==> run_1/placed.png <==
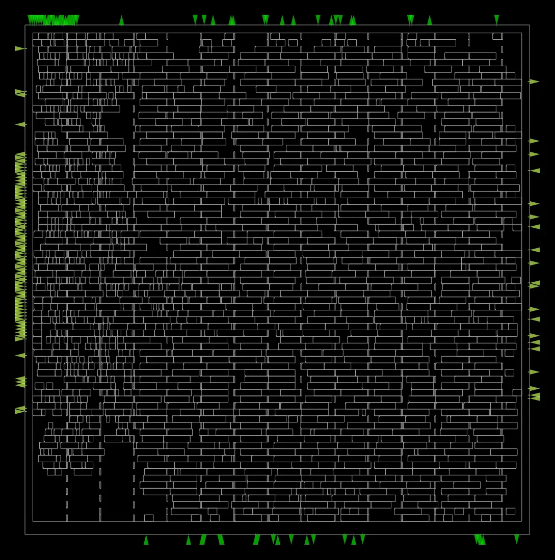
==> run_1/class_map.png <==
Drawn at 1.5 px/µm.
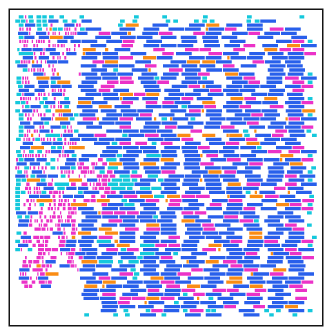
==> run_1/clock_wires.png <==
Drawn at 1.5 px/µm.
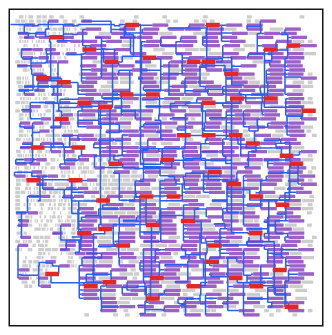
==> run_1/ff_map.png <==
Drawn at 1.5 px/µm. Other sequential cells in the stronger grey, the rest of the logic in the fainter grey.
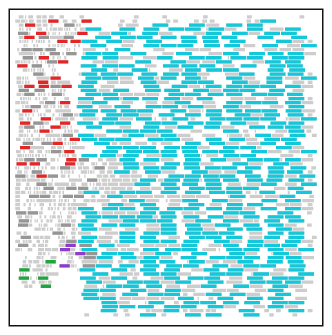
`src/rtl/burst_wf_pkg.sv`:
```
// -----------------------------------------------------------------------------
// burst_wf_pkg
// Shared definitions for the burst_read_wf / burst_write_wf pair.
//   wf_state_t      : FSM state encoding, identical for both directions.
//   burst_width_of  : burst-count port width for a given maximum burst length.
//   depth_log2_of   : pointer width for a power-of-two buffer depth.
// -----------------------------------------------------------------------------
package burst_wf_pkg;

  typedef enum logic [1:0] {
    ST_IDLE = 2'd0,
    ST_ARB  = 2'd1,
    ST_REQ  = 2'd2,
    ST_DATA = 2'd3
  } wf_state_t;

  // A burst of N words needs log2(N)+1 bits so that N itself is representable.
  function automatic int burst_width_of(input int burst_count);
    return $clog2(burst_count) + 1;
  endfunction

  function automatic int depth_log2_of(input int depth);
    return $clog2(depth);
  endfunction

endpackage

```
`src/rtl/burst_read_fifo.sv`:
```
// -----------------------------------------------------------------------------
// burst_read_fifo
// Synchronous show-ahead FIFO. The head word is presented combinationally from
// the storage array, so a word written at edge N is on pop_data right after N.
// Ports:
//   clk, reset        : clock, synchronous active-low reset (flushes contents)
//   push, push_data   : write strobe and word (push while full is ignored)
//   pop               : advance the head (pop while empty is ignored)
//   pop_data          : current head word, valid while empty==0
//   empty             : no words stored
//   fill              : number of stored words, 0..DEPTH
// -----------------------------------------------------------------------------
module burst_read_fifo #(
  parameter int DATA_WIDTH = 32,
  parameter int DEPTH      = 16,
  parameter int DEPTH_LOG2 = 4
) (
  input  logic                  clk,
  input  logic                  reset,
  input  logic                  push,
  input  logic [DATA_WIDTH-1:0] push_data,
  input  logic                  pop,
  output logic [DATA_WIDTH-1:0] pop_data,
  output logic                  empty,
  output logic [DEPTH_LOG2:0]   fill
);

  logic [DATA_WIDTH-1:0] mem [DEPTH];
  logic [DEPTH_LOG2-1:0] wr_ptr;
  logic [DEPTH_LOG2-1:0] rd_ptr;
  logic                  do_push;
  logic                  do_pop;

  assign empty    = (fill == '0);
  assign do_push  = push && (fill != (DEPTH_LOG2+1)'(DEPTH));
  assign do_pop   = pop && !empty;
  assign pop_data = mem[rd_ptr];

  // Pointers are exactly DEPTH_LOG2 bits wide, so they wrap modulo DEPTH.
  always_ff @(posedge clk) begin
    if (!reset) begin
      wr_ptr <= '0;
      rd_ptr <= '0;
      fill   <= '0;
    end else begin
      if (do_push) wr_ptr <= wr_ptr + 1'b1;
      if (do_pop)  rd_ptr <= rd_ptr + 1'b1;
      case ({do_push, do_pop})
        2'b10:   fill <= fill + 1'b1;
        2'b01:   fill <= fill - 1'b1;
        default: fill <= fill;
      endcase
    end
  end

  // Storage needs no reset: a word is only observable after it was written.
  always_ff @(posedge clk) begin
    if (do_push) mem[wr_ptr] <= push_data;
  end

endmodule

```
`src/rtl/burst_read_wf.sv`:
```
// -----------------------------------------------------------------------------
// burst_read_wf
// Avalon-MM burst read master. A ctrl_start issues one read burst of
// ctrl_burstcount words at ctrl_baseaddress; returned beats land in a
// show-ahead FIFO that the user side drains.
//
// Optional build macro: BURST_READ_WF_STATS_EN adds stat_stall_cycles
// (saturating count of stalled request cycles) and stat_bursts (wrapping count
// of completed bursts).
//
// Ports:
//   clk, reset            : single clock, synchronous active-low reset
//   master_*              : Avalon-MM read master (address, read, byteenable,
//                           burstcount, waitrequest, readdata, readdatavalid)
//   ctrl_start            : start a burst (sampled in IDLE only)
//   ctrl_baseaddress      : byte address of the burst, passed through as-is
//   ctrl_burstcount       : words, 1..BURST_COUNT; other values are ignored
//   ctrl_busy             : high whenever the FSM is not IDLE
//   ctrl_done             : one-cycle pulse after the last beat is buffered
//   user_read_buffer      : pop request
//   user_buffer_data      : FIFO head word
//   user_data_available   : FIFO not empty
//
// Handshakes: a request is presented with master_read=1 and held unchanged
// while master_waitrequest=1; it is accepted on the edge that samples
// master_read && !master_waitrequest. master_readdatavalid qualifies
// master_readdata for one beat per cycle, including the acceptance cycle. A
// user word is consumed on the edge that samples
// user_read_buffer && user_data_available.
//
// The FSM state is held in the internal signal 'state' (type wf_state_t).
// -----------------------------------------------------------------------------
module burst_read_wf
  import burst_wf_pkg::*;
#(
  parameter int ADDRESS_WIDTH     = 32,
  parameter int DATA_WIDTH        = 32,
  parameter int BYTE_ENABLE_WIDTH = 4,
  parameter int BURST_COUNT       = 8,
  parameter int BURST_WIDTH       = burst_width_of(BURST_COUNT),
  parameter int FIFO_DEPTH        = 16,
  parameter int FIFO_DEPTH_LOG2   = depth_log2_of(FIFO_DEPTH)
) (
  input  logic                         clk,
  input  logic                         reset,
  output logic [ADDRESS_WIDTH-1:0]     master_address,
  output logic                         master_read,
  output logic [BYTE_ENABLE_WIDTH-1:0] master_byteenable,
  output logic [BURST_WIDTH-1:0]       master_burstcount,
  input  logic                         master_waitrequest,
  input  logic [DATA_WIDTH-1:0]        master_readdata,
  input  logic                         master_readdatavalid,
  input  logic                         ctrl_start,
  input  logic [ADDRESS_WIDTH-1:0]     ctrl_baseaddress,
  input  logic [BURST_WIDTH-1:0]       ctrl_burstcount,
  output logic                         ctrl_busy,
  output logic                         ctrl_done,
  input  logic                         user_read_buffer,
  output logic [DATA_WIDTH-1:0]        user_buffer_data,
  output logic                         user_data_available
`ifdef BURST_READ_WF_STATS_EN
  ,
  output logic [31:0]                  stat_stall_cycles,
  output logic [15:0]                  stat_bursts
`endif
);

  wf_state_t                    state;
  logic [ADDRESS_WIDTH-1:0]     addr_q;
  logic [BURST_WIDTH-1:0]       count_q;
  logic [BURST_WIDTH-1:0]       beats_left;
  logic [BURST_WIDTH-1:0]       remaining;
  logic [FIFO_DEPTH_LOG2:0]     fill;
  logic [FIFO_DEPTH_LOG2:0]     free_space;
  logic                         fifo_empty;
  logic                         start_ok;
  logic                         space_ok;
  logic                         accept;
  logic                         push;
  logic                         pop;
  logic                         last_beat;

  assign start_ok = ctrl_start && (ctrl_burstcount != '0) &&
                    (ctrl_burstcount <= BURST_WIDTH'(BURST_COUNT));

  // Only issue a request once the whole burst is guaranteed to fit, so the
  // FIFO can never overflow regardless of how fast beats come back.
  assign free_space = (FIFO_DEPTH_LOG2+1)'(FIFO_DEPTH) - fill;
  assign space_ok   = free_space >= (FIFO_DEPTH_LOG2+1)'(count_q);

  assign accept = (state == ST_REQ) && !master_waitrequest;

  // A zero-latency slave may return the first beat on the acceptance edge;
  // beats seen while the request is still stalled (or outside a burst) drop.
  assign push = master_readdatavalid && ((state == ST_DATA) || accept);

  // Beats still owed before this cycle's beat: the full count while in REQ.
  assign remaining = (state == ST_REQ) ? count_q : beats_left;
  assign last_beat = push && (remaining == BURST_WIDTH'(1));

  assign pop                 = user_read_buffer && !fifo_empty;
  assign user_data_available = !fifo_empty;

  always_ff @(posedge clk) begin
    if (!reset) begin
      state             <= ST_IDLE;
      addr_q            <= '0;
      count_q           <= '0;
      beats_left        <= '0;
      master_address    <= '0;
      master_read       <= 1'b0;
      master_byteenable <= '0;
      master_burstcount <= '0;
      ctrl_busy         <= 1'b0;
      ctrl_done         <= 1'b0;
    end else begin
      ctrl_done <= 1'b0;
      case (state)
        ST_IDLE: begin
          if (start_ok) begin
            addr_q    <= ctrl_baseaddress;
            count_q   <= ctrl_burstcount;
            ctrl_busy <= 1'b1;
            state     <= ST_ARB;
          end
        end
        ST_ARB: begin
          if (space_ok) begin
            master_address    <= addr_q;
            master_burstcount <= count_q;
            master_byteenable <= '1;
            master_read       <= 1'b1;
            state             <= ST_REQ;
          end
        end
        ST_REQ: begin
          if (!master_waitrequest) begin
            master_read       <= 1'b0;
            master_byteenable <= '0;
            if (last_beat) begin
              ctrl_busy <= 1'b0;
              ctrl_done <= 1'b1;
              state     <= ST_IDLE;
            end else begin
              beats_left <= push ? count_q - BURST_WIDTH'(1) : count_q;
              state      <= ST_DATA;
            end
          end
        end
        ST_DATA: begin
          if (push) begin
            beats_left <= beats_left - BURST_WIDTH'(1);
            if (last_beat) begin
              ctrl_busy <= 1'b0;
              ctrl_done <= 1'b1;
              state     <= ST_IDLE;
            end
          end
        end
        default: state <= ST_IDLE;
      endcase
    end
  end

  burst_read_fifo #(
    .DATA_WIDTH (DATA_WIDTH),
    .DEPTH      (FIFO_DEPTH),
    .DEPTH_LOG2 (FIFO_DEPTH_LOG2)
  ) u_fifo (
    .clk       (clk),
    .reset     (reset),
    .push      (push),
    .push_data (master_readdata),
    .pop       (pop),
    .pop_data  (user_buffer_data),
    .empty     (fifo_empty),
    .fill      (fill)
  );

`ifdef BURST_READ_WF_STATS_EN
  always_ff @(posedge clk) begin
    if (!reset) begin
      stat_stall_cycles <= '0;
      stat_bursts       <= '0;
    end else begin
      if (master_read && master_waitrequest && (stat_stall_cycles != '1))
        stat_stall_cycles <= stat_stall_cycles + 32'd1;
      if (ctrl_done)
        stat_bursts <= stat_bursts + 16'd1;
    end
  end
`endif

endmodule

```
`config.mk`:
```
export PLATFORM = sky130hd
export DESIGN_NAME = burst_read_wf
export DESIGN_NICKNAME = d
export VERILOG_FILES = /design/src/rtl/burst_wf_pkg.sv /design/src/rtl/burst_read_fifo.sv /design/src/rtl/burst_read_wf.sv
export SDC_FILE = /design/constraint.sdc
export NUM_CORES = 1
export LEC_CHECK = 0
export CORE_AREA = 3 3 205 207
export CTS_BUF_LIST = sky130_fd_sc_hd__clkbuf_16
export DETAILED_ROUTE_END_ITERATION = 10
export DIE_AREA = 0 0 208 210
export GPL_ROUTABILITY_DRIVEN = 0
export GPL_TIMING_DRIVEN = 0
export MAX_ROUTING_LAYER = met4
export PLACE_DENSITY_LB_ADDON = 0.12
export REMOVE_ABC_BUFFERS = 1
export SYNTH_ARGS = -nofsm -noshare
export SYNTH_HDL_FRONTEND = slang
export SYNTH_SLANG_ARGS = --single-unit
export TNS_END_PERCENT = 100
```
`constraint.sdc`:
```
create_clock -name clk -period 5.2 [get_ports clk]
set_clock_uncertainty 0.15 [all_clocks]
set_input_delay 0.78 -clock clk [delete_from_list [all_inputs] [get_ports clk]]
set_output_delay 0.78 -clock clk [all_outputs]
set_load 0.005 [all_outputs]
```
==> flow_metrics.tcl, run 1 <==
# metrics dict for downstream scripts
set metrics [dict create \
    status "completed" \
    worstMarginPinSlew_ns 1.29 \
    sh_seq_area 0.617 \
    ys_sh_simple 0.0414 \
    postSynth.asyncResetShare 0 \
    wl_per_cell_um 25.0 \
    place.port_buffers 149 \
    met2_wirelength_mm 24.8 \
    cpMaxStageDelayCell "dfxtp_4" \
    use_met1 0.333 \
    grt-ovfl-total 0 \
    power_switching_w 0.00197 \
    dpl_cell_area_mm2 0.0262 \
    inverters 16 \
    fin_crit_ns 4.53 \
    reg2reg_from "u_fifo.fill[0]" \
    wl_met1_mm 20.8 \
    ff_count 610 \
    die_w_um 208 \
    power_leader "registers" \
    layout.area.seq_mm2 0.0173 \
    synthesis.area_mm2 0.0236 \
    cts-root-buf "clkbuf_16" \
    warnings 29 \
    synth.distinct_cells 49 \
    cp-end-kind "output pin" \
    ios 150 \
    clkLatencyLatePin_ns 0.59 \
    comb_power_share 0.045 \
    logic_family "multiplexers" \
    finalClockPeriodUsage 0.870 \
    cts_resized 0 \
    path_common_cell "buf_16" \
    clock_power_share 0.415 \
    ff2ff_path_depth 9 \
    pwr-share-seq 0.539 \
    hold_violations 0 \
    drv_cap 0 \
    post_cts_buffers 0 \
    die_h_um 210 \
    finalSetupViolCount 0 \
    floorplan.core_util 0.583 \
    power_density_mw_per_mm2 353 \
    path_delay_family "multiplexers" \
    comb_cells 531 \
    dr.pass1.iters 5 \
    finalSetupTns_ns 0 \
    drc 0 \
    fmax_mhz 221 \
    antenna_found_initial 0 \
    p_comb_w 0.000451 \
    slew_viol_final 0 \
    dieArea_mm2 0.0437 \
    rsz0062_at_grt "no" \
    drtIter0Drc 1134 \
    worstSetupEndpoint "user_buffer_data[8]" \
    synth_chip_area_mm2 0.0236 \
    reg2reg_to "u_fifo.mem[0][11]" \
    synth_top_cell_by_count "edfxtp_1" \
    h-tree-depth 2 \
]
-- placed.png (at the start) --
fin util: 0.693
CORE AREA: 0.0406 mm²
fin cells: 1984
Tap Count: 532

-- class_map.png (at the start) --
| class | colour | cells | share of their area |
|---|---|---|---|
| remaining buffers and delay cells | cyan | 190 | 8.1% |
| remaining logic cells | magenta | 547 | 22% |
| clock drivers and dummy loads | orange | 105 | 6.9% |
| registers | blue | 610 | 63% |

-- clock_wires.png (at the start) --
[flip-flops] purple | count: 610
[clock-net drivers] red | count: 59
[clock wires] blue | length: 6400 µm
flops lie: widely spread
routed clock nets: 60

-- ff_map.png (at the start) --
| name in the netlist | colour | sequential cells |
|---|---|---|
| `u_fifo.rd_ptr` | purple | 4 |
| `u_fifo.mem` | cyan | 512 |
| `u_fifo.fill` | green | 5 |
| `master_address` | red | 32 |

==> run 1: registers in the layout, indices dropped and copies added, names as in the netlist, named ones only <==
name / flops
addr_q: 32
beats_left: 4
count_q: 4
ctrl_busy: 1
ctrl_done: 1
master_address: 32
master_burstcount: 4
master_byteenable: 1
state: 2
u_fifo.fill: 5
u_fifo.mem: 512
u_fifo.rd_ptr: 4
u_fifo.wr_ptr: 4
==> run 1: stage by stage <==
step                utilization  worst slack (ns)  power [W]  hold slack, ns
finish                    0.693             0.674    0.00993           0.303
global route              0.693             0.491     0.0103           0.322
CTS                       0.693             0.552     0.0100           0.305
detailed placement        0.646             0.863    0.00591           0.297
global placement          0.625             -4.68    0.00590           0.291
floorplan                     -             -1.60    0.00569           0.286
==> run 1 -> run 2 <==
--- a/config.mk
+++ b/config.mk
@@ -5,14 +5,14 @@
 export SDC_FILE = /design/constraint.sdc
 export NUM_CORES = 1
 export LEC_CHECK = 0
-export CORE_AREA = 3 3 205 207
+export CORE_AREA = 3 3 234 236
 export CTS_BUF_LIST = sky130_fd_sc_hd__clkbuf_16
 export DETAILED_ROUTE_END_ITERATION = 10
-export DIE_AREA = 0 0 208 210
+export DIE_AREA = 0 0 237 239
 export GPL_ROUTABILITY_DRIVEN = 0
 export GPL_TIMING_DRIVEN = 0
 export MAX_ROUTING_LAYER = met4
-export PLACE_DENSITY_LB_ADDON = 0.12
+export PLACE_DENSITY = 0.6
 export REMOVE_ABC_BUFFERS = 1
 export SYNTH_ARGS = -nofsm -noshare
 export SYNTH_HDL_FRONTEND = slang
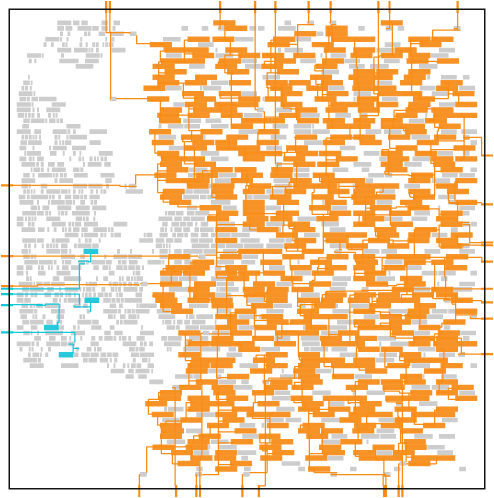
(run_2/port_trees.png)
Drawn at 2 px/µm.
| port | colour | bits | direction | edge | end cells | buffers | wire |
|---|---|---|---|---|---|---|---|
| `master_burstcount` | cyan | 4 | output | west | 4 | 4 | 211 µm |
| `master_readdata` | orange | 32 | input | 10 south, 10 north, 9 east, 3 west | 512 | 32 | 5560 µm |

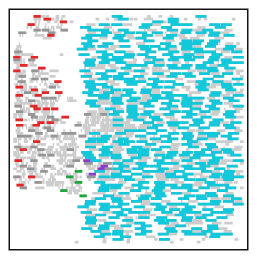
(run_2/ff_map.png)
Drawn at 1 px/µm. Other sequential cells in the stronger grey, the rest of the logic in the fainter grey.
| name in the netlist | colour | sequential cells |
|---|---|---|
| `u_fifo.mem` | cyan | 512 |
| `master_address` | red | 32 |
| `u_fifo.fill` | green | 5 |
| `u_fifo.rd_ptr` | purple | 4 |

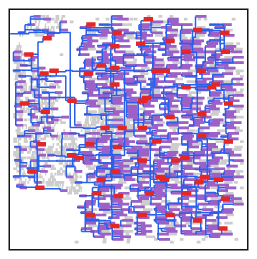
(run_2/clock_wires.png)
Drawn at 1 px/µm.
[clock wires] blue | length: 7100 µm
[flip-flops] purple | count: 610
[clock-net drivers] red | count: 66
flops lie: widely spread

==> flow_metrics.tcl, run 2 <==
# metrics dict for downstream scripts
set metrics [dict create \
    warnings 29 \
    worstMarginPinSlew_ns 0.854 \
    fin_ws_ns 0.639 \
    finalSetupTns_ns 0 \
    synth.distinct_cells 49 \
    place.port_buffers 149 \
    grt_usage 0.186 \
    place_ws_ns 1.11 \
    post_cts_buffers 0 \
    slew_viol_final 0 \
    postSynth.asyncResetShare 0 \
    drv_cap 0 \
    die_h_um 239 \
    fmax_mhz 219 \
    comb_cells 531 \
    synth_top_cell_by_count "edfxtp_1" \
    instances_no_fill 2158 \
    drc 0 \
    antenna_found_initial 4 \
    dieArea_mm2 0.0566 \
    fin_crit_ns 4.56 \
    hold_violations 0 \
    finalPower_w 0.00998 \
    top_regs "u_fifo.mem: 512 flops, addr_q: 32 flops, master_address: 32 flops" \
    cpMaxStageDelayCell "dfxtp_4" \
    die_w_um 237 \
    h-tree-depth 3 \
    cts-root-buf "clkbuf_16" \
    synthesis.area_mm2 0.0236 \
    power_density_mw_per_mm2 351 \
    dr.pass1.iters 5 \
    top_register "u_fifo.mem" \
    cts_resized 0 \
    status "completed" \
    ios 150 \
    ff_count 610 \
    cp-end-kind "output pin" \
    synth_chip_area_mm2 0.0236 \
    path_delay_family "buffers and inverters" \
    taps 688 \
    finalSetupViolCount 0 \
    wl_per_cell_um 23.3 \
    met2_wirelength_mm 24.4 \
    path_common_cell "buf_16" \
    rsz0062_at_grt "no" \
    sh_seq_area 0.610 \
    wl_met1_mm 21.6 \
    holdWs_ns 0.302 \
    clkLatencyLatePin_ns 0.59 \
]
## run 2: worst paths after layout
check,startpoint,endpoint,slack (ns),cells after the start
min reg2reg,addr_q[26],master_address[26],0.30,2
min,addr_q[26],master_address[26],0.30,2
max,flop,user_buffer_data[27],0.64,5
max reg2reg,u_fifo.fill[0],u_fifo.fill[4],1.60,13
## run 2: report_power, final
part	internal (W)	switching, W
clock network	0.00234	0.00183
logic	0.000230	0.000220
registers	0.00533	0.0000335
## run 2: cells by family after synthesis
kind of cell / after synthesis / share of synthesized area
buf+inv: 92 / 0.0210
flops: 610 / 0.733
xor+xnor: 15 / 0.00556
simple gates: 223 / 0.0414
fa+ha+maj: 19 / 0.0104
mux: 163 / 0.162
compound gates: 111 / 0.0268
==> run 2 -> run 3 <==
--- a/config.mk
+++ b/config.mk
@@ -5,10 +5,11 @@
 export SDC_FILE = /design/constraint.sdc
 export NUM_CORES = 1
 export LEC_CHECK = 0
-export CORE_AREA = 3 3 234 236
+export ABC_AREA = 1
+export CORE_AREA = 3 3 235 237
 export CTS_BUF_LIST = sky130_fd_sc_hd__clkbuf_16
 export DETAILED_ROUTE_END_ITERATION = 10
-export DIE_AREA = 0 0 237 239
+export DIE_AREA = 0 0 238 240
 export GPL_ROUTABILITY_DRIVEN = 0
 export GPL_TIMING_DRIVEN = 0
 export MAX_ROUTING_LAYER = met4
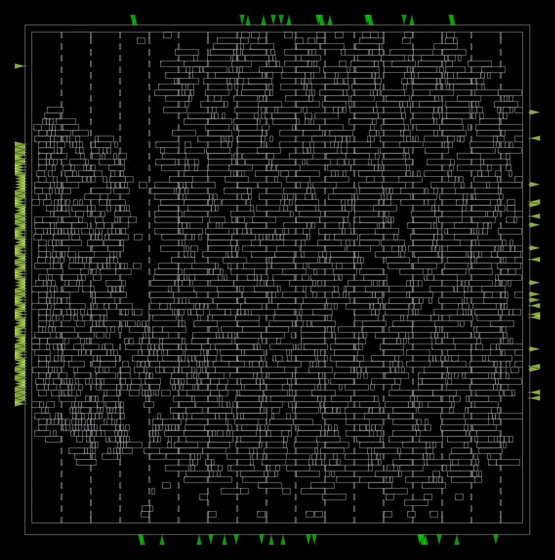
(run_3/placed.png)
sequential cell area share: 0.611
Tap Count: 696
Rows: 85
filler instances: 4484
fin cells: 2780

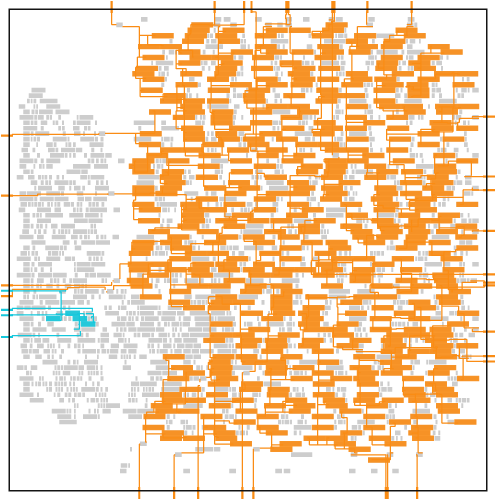
(run_3/port_trees.png)
Drawn at 2 px/µm.
| port | colour | bits | direction | edge | end cells | buffers | wire |
|---|---|---|---|---|---|---|---|
| `master_readdata` | orange | 32 | input | 10 north, 10 east, 8 south, 4 west | 512 | 32 | 5300 µm |
| `master_burstcount` | cyan | 4 | output | west | 4 | 4 | 192 µm |

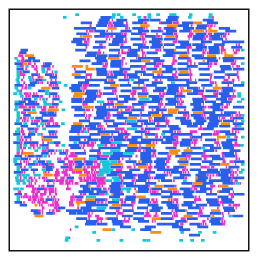
(run_3/class_map.png)
Drawn at 1 px/µm.
| class | colour | cells | share of their area |
|---|---|---|---|
| remaining buffers and delay cells | cyan | 175 | 7.6% |
| registers | blue | 610 | 63% |
| remaining logic cells | magenta | 1181 | 22% |
| clock drivers and dummy loads | orange | 113 | 7.1% |

==> flow_metrics.tcl, run 3 <==
# metrics dict for downstream scripts
set metrics [dict create \
    comb_cells 1110 \
    drtIter0Drc 1367 \
    cpMaxStageDelayCell "buf_16" \
    synth_top_cell_by_count "edfxtp_1" \
    ff2ff_path_depth 9 \
    reg2reg_to "master_address[25]" \
    ios 150 \
    layout.area.seq_mm2 0.0173 \
    power_density_mw_per_mm2 468 \
    ys_sh_aoi 0.138 \
    top_regs "u_fifo.mem: 512 flops, addr_q: 32 flops, master_address: 32 flops" \
    cp.depth 9 \
    ys_sh_simple 0.0872 \
    largest_reg_flops 512 \
    post_cts_buffers 0 \
    postSynth.asyncResetShare 0 \
    grt_usage 0.211 \
    die_w_um 238 \
    fin_ws_ns 0.384 \
    die_h_um 240 \
    mux_share 0 \
    hold_violations 0 \
    path_delay_family "buffers and inverters" \
    dr.pass1.iters 5 \
    drv_cap 0 \
    dpl_cell_area_mm2 0.0264 \
    finalSetupTns_ns 0 \
    wl_met1_mm 25.9 \
    logic_family "AND-OR/OR-AND gates" \
    antenna_found_initial 5 \
    coreArea_mm2 0.0535 \
    slew_viol_final 0 \
    finalPower_w 0.0133 \
    synth.cellmix.xorXnorShare 0.00182 \
    finalClockPeriodUsage 0.926 \
    cts-root-buf "clkbuf_16" \
    hold_start "addr_q[26]" \
    drc 0 \
    path_common_cell "buf_16" \
    status "completed" \
    adder_share 0.0102 \
    synth_chip_area_mm2 0.0240 \
    cp-end-kind "output pin" \
    reg2reg_from "u_fifo.fill[0]" \
    ff_count 610 \
    clkLatencyLatePin_ns 0.63 \
    cts_resized 0 \
    top_register "u_fifo.mem" \
    grt-ovfl-total 0 \
    reg2reg_slack_ns 1.90 \
    worstMarginPinSlew_ns 1.15 \
]
run 3: netlist changes by cell type in the layout (fill, tap and decap cells not counted), sizes merged, moves of 35 or more:
| cell | change |
|---|---|
| nor2 | +275 |
| o21ai | +267 |
| mux4 | -160 |
| o221ai | +93 |
| a21oi | +46 |
| inv | +43 |
| nand3 | +41 |
| o22ai | +35 |
run 3: how the worst min path moves through the flow:
stage | endpoint | slack (ns) | cells after the start
floorplan | addr_q[0] | 0.27 | 2
global placement | addr_q[18] | 0.28 | 2
detailed placement | addr_q[3] | 0.29 | 2
CTS | addr_q[3] | 0.30 | 2
global route | addr_q[5] | 0.31 | 2
finish | addr_q[26] | 0.30 | 2
run 3: where the power goes:
group,switching (W),internal [W],leakage [nW]
combinational,0.00210,0.00128,2.84
clock,0.00187,0.00241,0.982
sequential,0.000183,0.00548,5.40
Power is estimated from default activity; no workload was simulated.
